==> config.mk <==
export PLATFORM = sky130hd
export DESIGN_NAME = noc_output_port_arbiter
export DESIGN_NICKNAME = d
export VERILOG_FILES = /design/src/rtl/noc_output_port_arbiter.sv
export SDC_FILE = /design/constraint.sdc
export NUM_CORES = 1
export LEC_CHECK = 0
export CORE_MARGIN = 1
export CORE_UTILIZATION = 40
export CTS_CLUSTER_DIAMETER = 60
export CTS_CLUSTER_SIZE = 30
export DETAILED_ROUTE_END_ITERATION = 7
export GPL_TIMING_DRIVEN = 1
export HOLD_SLACK_MARGIN = 0.15
export PLACE_DENSITY = 0.79
export SKIP_CTS_REPAIR_TIMING = 1
export SYNTH_ARGS = -nofsm -noshare
export SYNTH_HDL_FRONTEND = slang
export SYNTH_SLANG_ARGS = --single-unit
export TNS_END_PERCENT = 10
==> constraint.sdc <==
create_clock -name noc_clk -period 16.38 [get_ports noc_clk]
set_input_delay 4.095 -clock noc_clk [delete_from_list [all_inputs] [get_ports noc_clk]]
set_output_delay 4.095 -clock noc_clk [all_outputs]
set_load 0.02 [all_outputs]
==> src/rtl/noc_output_port_arbiter.sv <==
// Round-robin output-link arbiter with wormhole locking, a one-stage output
// register and a starvation watchdog that force-releases a stalled lock.
module noc_output_port_arbiter #(
    parameter int NUM_IN  = 5,
    parameter int FLIT_W  = 32,
    parameter int TIMEOUT = 64,
    parameter int CNT_W   = 8
) (
    input  logic                     noc_clk,
    input  logic                     noc_rst,
    input  logic [NUM_IN-1:0]        in_valid,
    input  logic [NUM_IN-1:0]        in_head,
    input  logic [NUM_IN-1:0]        in_tail,
    input  logic [NUM_IN*FLIT_W-1:0] in_flit,
    output logic [NUM_IN-1:0]        in_ready,
    output logic                     out_valid,
    output logic [FLIT_W-1:0]        out_flit,
    input  logic                     out_ready,
    output logic [NUM_IN-1:0]        grant,
    output logic                     locked,
    output logic                     timeout_pulse,
    output logic                     proto_err
);

    localparam int PTR_W = (NUM_IN > 1) ? $clog2(NUM_IN) : 1;

    localparam logic [0:0] ST_IDLE   = 1'b0;
    localparam logic [0:0] ST_LOCKED = 1'b1;

    localparam logic [CNT_W-1:0] CNT_MAX   = '1;
    localparam logic [CNT_W-1:0] TIMEOUT_C = CNT_W'(TIMEOUT);

    // Handshake: a flit moves on input i when in_valid[i] && in_ready[i];
    // downstream takes out_flit when out_valid && out_ready.
    logic [0:0]        r_state;
    logic [PTR_W-1:0]  r_rr_ptr;
    logic [PTR_W-1:0]  r_owner;
    logic [CNT_W-1:0]  r_cnt;
    logic              r_out_valid;
    logic [FLIT_W-1:0] r_out_flit;
    logic              r_timeout;
    logic              r_proto_err;

    logic              w_load_en;
    logic [NUM_IN-1:0] w_cand;
    logic [PTR_W-1:0]  w_idx;
    logic [PTR_W-1:0]  w_winner;
    logic              w_win_found;
    logic [PTR_W-1:0]  w_sel;
    logic              w_sel_ok;
    logic              w_xfer;
    logic [FLIT_W-1:0] w_sel_flit;
    logic              w_sel_head;
    logic              w_sel_tail;
    logic              w_owner_valid;
    logic              w_expire;
    logic              w_proto;

    assign w_load_en = !r_out_valid || out_ready;
    assign w_cand    = in_valid & in_head;

    // Search starts just after the last-served port so every port gets a turn.
    always_comb begin
        w_idx       = r_rr_ptr;
        w_winner    = '0;
        w_win_found = 1'b0;
        for (int k = 0; k < NUM_IN; k++) begin
            w_idx = (w_idx == PTR_W'(NUM_IN - 1)) ? '0 : w_idx + PTR_W'(1);
            if (!w_win_found && w_cand[w_idx]) begin
                w_win_found = 1'b1;
                w_winner    = w_idx;
            end
        end
    end

    always_comb begin
        in_ready = '0;
        if (r_state == ST_IDLE) begin
            w_sel    = w_winner;
            w_sel_ok = w_win_found;
        end else begin
            w_sel    = r_owner;
            w_sel_ok = 1'b1;
        end
        if (w_sel_ok) begin
            in_ready[w_sel] = w_load_en;
        end
    end

    assign w_xfer        = w_sel_ok && w_load_en && in_valid[w_sel];
    assign w_sel_flit    = in_flit[int'(w_sel)*FLIT_W +: FLIT_W];
    assign w_sel_head    = in_head[w_sel];
    assign w_sel_tail    = in_tail[w_sel];
    assign w_owner_valid = in_valid[r_owner];

    // A transfer in the expiry cycle wins over the watchdog.
    assign w_expire = (TIMEOUT != 0) && (r_state == ST_LOCKED) && !w_xfer
                      && (r_cnt >= TIMEOUT_C);

    assign w_proto = (r_state == ST_IDLE) ? |(in_valid & ~in_head)
                                          : (w_xfer && w_sel_head);

    always_ff @(posedge noc_clk) begin
        if (noc_rst) begin
            r_state     <= ST_IDLE;
            r_rr_ptr    <= PTR_W'(NUM_IN - 1);
            r_owner     <= '0;
            r_cnt       <= '0;
            r_out_valid <= 1'b0;
            r_out_flit  <= '0;
            r_timeout   <= 1'b0;
            r_proto_err <= 1'b0;
        end else begin
            r_timeout   <= w_expire;
            r_proto_err <= w_proto;
            if (w_load_en) begin
                r_out_valid <= w_xfer;
                if (w_xfer) begin
                    r_out_flit <= w_sel_flit;
                end
            end
            case (r_state)
                ST_IDLE: begin
                    if (w_xfer) begin
                        if (w_sel_tail) begin
                            r_rr_ptr <= w_sel;
                        end else begin
                            r_state <= ST_LOCKED;
                            r_owner <= w_sel;
                            r_cnt   <= '0;
                        end
                    end
                end
                ST_LOCKED: begin
                    if (w_xfer) begin
                        r_cnt <= '0;
                        if (w_sel_tail) begin
                            r_state  <= ST_IDLE;
                            r_rr_ptr <= r_owner;
                        end
                    end else if (w_expire) begin
                        r_state  <= ST_IDLE;
                        r_rr_ptr <= r_owner;
                        r_cnt    <= '0;
                    end else if (!w_owner_valid && (r_cnt != CNT_MAX)) begin
                        // Only an absent owner counts; backpressure does not.
                        r_cnt <= r_cnt + CNT_W'(1);
                    end
                end
                default: r_state <= ST_IDLE;
            endcase
        end
    end

    always_comb begin
        grant = '0;
        if (r_state == ST_LOCKED) begin
            grant[r_owner] = 1'b1;
        end
    end

    assign locked        = (r_state == ST_LOCKED);
    assign out_valid     = r_out_valid;
    assign out_flit      = r_out_flit;
    assign timeout_pulse = r_timeout;
    assign proto_err     = r_proto_err;

endmodule

run_1/port_nets.png
Scale bar: 20 um.
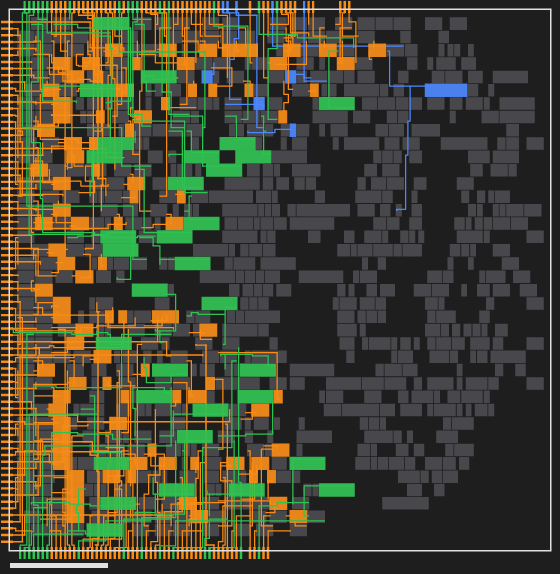
[`in_ready`] blue | direction: output | end cells: 5 | buffers: 5 | wire: 186 um
[`in_flit`] orange | direction: input | end cells: 96 | buffers: 160 | wire: 3,310 um
[`out_flit`] green | direction: output | end cells: 32 | buffers: 32 | wire: 1,740 um
IO buf count: 223
Ports: 224

run_1/drive_strength.png
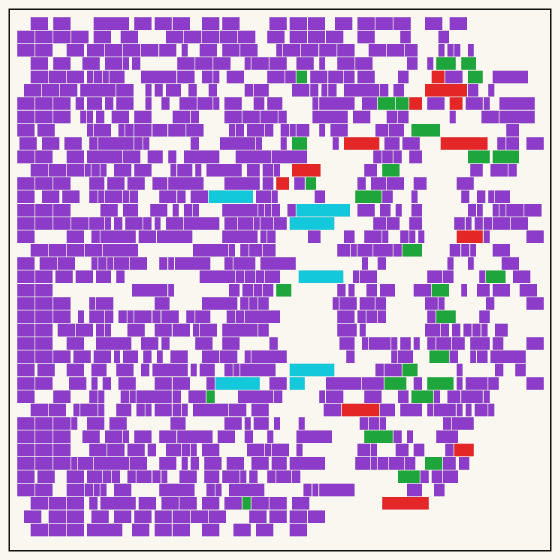
[drive 2] green | cells: 28 | share: 3.6% | most used: o21ai_2
[drive 1 or less] purple | cells: 740 | share: 94% | most used: clkdlybuf4s50_1
[drive 6 and up] cyan | cells: 7 | share: 0.89% | most used: clkbuf_16
[drive 3 to 4] red | cells: 12 | share: 1.5% | most used: buf_4
P&R area growth vs syn: 51.1%
Buffers excl. clock: 227

==> out/summary.txt, run 1 <==
Status: finished, final reports clean
Most numerous logic cell after layout: clkdlybuf4s50_1
Via count: 5,502
Root buffer selected by CTS: clkbuf_16
Critical Path Fanout Max: 39
Compound-gate portion of the synthesized area: 31.6%
Nets@finish: 973
Flip-flops with a built-in enable: 0
Worst-Margin Slew: 1040 ps
End of the critical path: in_ready[1]
Startpoint Class: input pin
Final Instance Area: 7080 um2
Iter 0 DRT Violations: 354
H-tree levels: 2
MUX share of area: 17.3%
Vias in the first global route: 5,190
Post-DP Area: 6910 um2
Most Crowded Layer GR: met2
Chip Width: 110 um
Max Root-Sink Buffers: 2
Max-cap viol count: 0
Placed Instances: 922
RSZ-0062 raised after global routing: no
GPL Wtd Cong: 0.948
Synth logic family: AND-OR/OR-AND gates
Final cell count without fillers: 930
Max reg flops: 32
Syn Inst Count: 595
run_1/cell_classes.png
Fill, decap, tap and diode cells in grey.
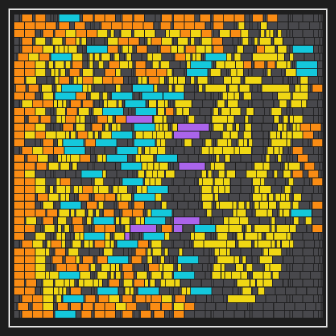
[all other logic] yellow | cells: 502
[other buffers and delay cells] orange | cells: 227
[clock drivers and dummy loads] purple | cells: 8
[flip-flops] cyan | cells: 50
floorplan row count: 39
Final Util: 62.0%
Core Box Area: 11,400 um2
flop share of the area: 14.1%

run_1/metal_stack.png
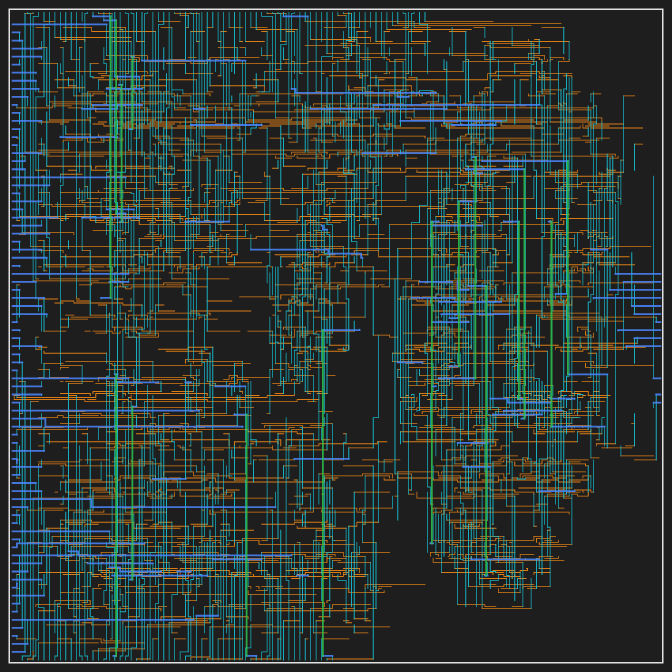
[met4] green | wire length: 600 um
[met2] cyan | wire length: 9,060 um
[met1] orange | wire length: 7,350 um
[met3] blue | wire length: 1,090 um
Routed WL per cell: 19.5 um
Tot GR Track Use: 28.9%

==> run 1: critical path, cell delays in order <==
cell and delay (ps):
clkdlybuf4s50_1 570, nand2_1 120, a221oi_1 240, a211oi_1 100, o2111ai_1 490, a311oi_2 150, a21boi_1 200, o311ai_1 420
and2_2 220, buf_4 540, inv_1 250, nor2_2 680, and3_1 260, clkdlybuf4s50_1 620
==> run 1: cell type report <==
type	count	area, um2	area share (%)
Tap cell	143	179	2.53
Multi-Input combinational cell	487	3410	48.2
Clock buffer	5	125	1.77
Sequential cell	50	1000	14.1
Timing Repair Buffer	227	2260	31.9
Clock inverter	3	43.8	0.619
Inverter	15	56.3	0.796
--- run 2 (diff from run 1) ---
Clock period 16.38 ns to 12.4 ns, I/O delays scaled along.
run_2/final_placement.png
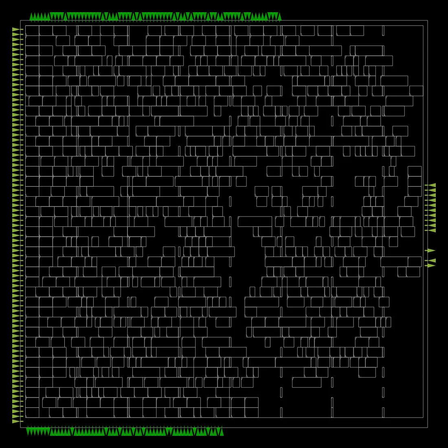
Tapcells: 143
flip-flops: 50

==> run 2 against run 1 <==
Compared with the run above: final cell count unchanged; global-route usage increased by 0.72 points; worst hold slack improved by 1.1 ps; area after synthesis unchanged; first-iteration DRC count increased by 22%; worst setup slack got worse by 1300 ps; clock skew increased by 1.3 ps; non-clock buffer count unchanged; critical endpoint unchanged; largest cell class unchanged; highest routed layer is now met5.
==> out/summary.txt, run 2 <==
Startpoint Class: input pin
Seq. cell area: 1000 um2
Floorplan row count: 39
P&R area growth vs syn: 50.7%
Worst-path cell chain: clkdlybuf4s50_1, nand2_1, nand2_1, o221ai_1, o2111ai_1, a311oi_2, a21boi_1, o311ai_1, and2_2, inv_1, nor2_2, and3_1, clkdlybuf4s50_1
IO buf count: 223
Vias in the first global route: 5,288
CP max stage delay: 660 ps
Comb. cell area: 3410 um2
RSZ-0062 raised after global routing: no
Final Instance Area: 7060 um2
Status: finished, final reports clean
Crit-path slowest cell: nor2_2
Final cell count without fillers: 930
Flip-flops with a built-in enable: 0
MUX share of area: 17.3%
Worst-Margin Slew: 1060 ps
Nets@finish: 973
End of the critical path: in_ready[1]
Syn Inst Count: 595
Root buffer selected by CTS: clkbuf_16
run 2: cell counts after synthesis:
No cell type changed its count.
run 2: kinds of logic (layout without fill, tap and decap cells):
family | Yosys count | after routing
mux | 80 | 80
fa+ha+maj | 9 | 9
buf+inv | 58 | 250
compound gates | 199 | 199
simple gates | 198 | 198
flops | 50 | 50
xor+xnor | 1 | 1
run 2: worst max-delay path, delay by kind of cell:
family | cells | cell delay, ps
and+or+nand+nor | 5 | 1470
AOI/OAI and AO/OA | 5 | 1460
buffers and inverters | 3 | 1260
run 2: area by class of cell:
class	count	share of cell area, %
timing repair buffer	227	32.0
sequential	50	14.2
clock inverter	3	0.372
inverter	15	0.798
tap	143	2.53
clock buffer	5	1.77
multi-input combinational	487	48.4
--- run 3 (diff from run 2) ---
Settings changed: CORE_UTILIZATION 40 to 38, PLACE_DENSITY 0.79 to 0.78.
Clock period 12.4 ns to 9.18 ns, I/O delays scaled along.
run_3/metal_stack.png
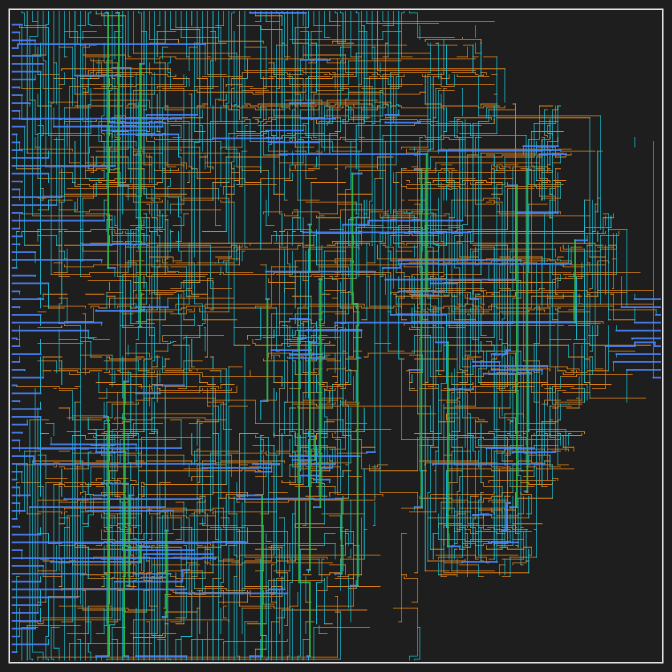
Tot GR Track Use: 29.5%
via count: 5,698

==> run 3 against run 2 <==
Compared with the run above: global-route usage decreased by 0.18 points; largest cell class unchanged; wire length increased by 7.9%; clock skew increased by 5.3 ps; area after synthesis unchanged.
==> out/summary.txt, run 3 <==
H-tree levels: 2
End of the critical path: in_ready[1]
Most Crowded Layer GR: met2
CP delay by family, top: buffers and inverters
Status: finished, final reports clean
Worst-path cell chain: clkdlybuf4s50_1, nand2_1, nand2_1, o221ai_1, o2111ai_1, a311oi_2, a21boi_1, o311ai_1, and2_2, inv_1, nor2_2, buf_4, and3_1, clkdlybuf4s50_1
Routed WL per cell: 20.8 um
Nets@finish: 976
Chip Width: 113 um
Max Root-Sink Buffers: 2
Compound-gate portion of the synthesized area: 31.6%
Worst-Margin Slew: 1060 ps
Iter 0 DRT Violations: 367
Floorplan row count: 40
Ports: 224
Critical Path Fanout Max: 18
Root buffer selected by CTS: clkbuf_16
RSZ-0062 raised after global routing: no
Syn Inst Count: 595
Most numerous logic cell after layout: clkdlybuf4s50_1
Crit. path cell count: 14
Max-cap viol count: 0
Core Box Area: 12,000 um2
Synth logic family: AND-OR/OR-AND gates
GPL Wtd Cong: 0.989
Buf/Inv on CP: 4
Max reg flops: 32
run 3: cell count changes in the layout (fill, tap and decap cells not counted), sizes merged:
| cell | delta |
|---|---|
| buf | +3 |
| bufinv | +1 |
| clkinv | -1 |
run 3: per-stage QoR:
stage               cell area (um2)  worst slack [ps]  instances  util, %
floorplan                      4680              1900        595        -
global placement               6940               626        929     57.7
detailed placement             6940               552        929     57.7
CTS                            7110               547        937     59.2
global route                   7110               177        937     59.2
finish                         7110               504        937     59.2
run 3: layout make-up:
type,count,area (um2)
well taps,147,184
inverters,15,56.3
repair buffers,230,2280
clock inverters,3,47.5
clock buffers,5,125
multi-input cells,487,3410
fillers,1033,4900
flip-flops and latches,50,1000
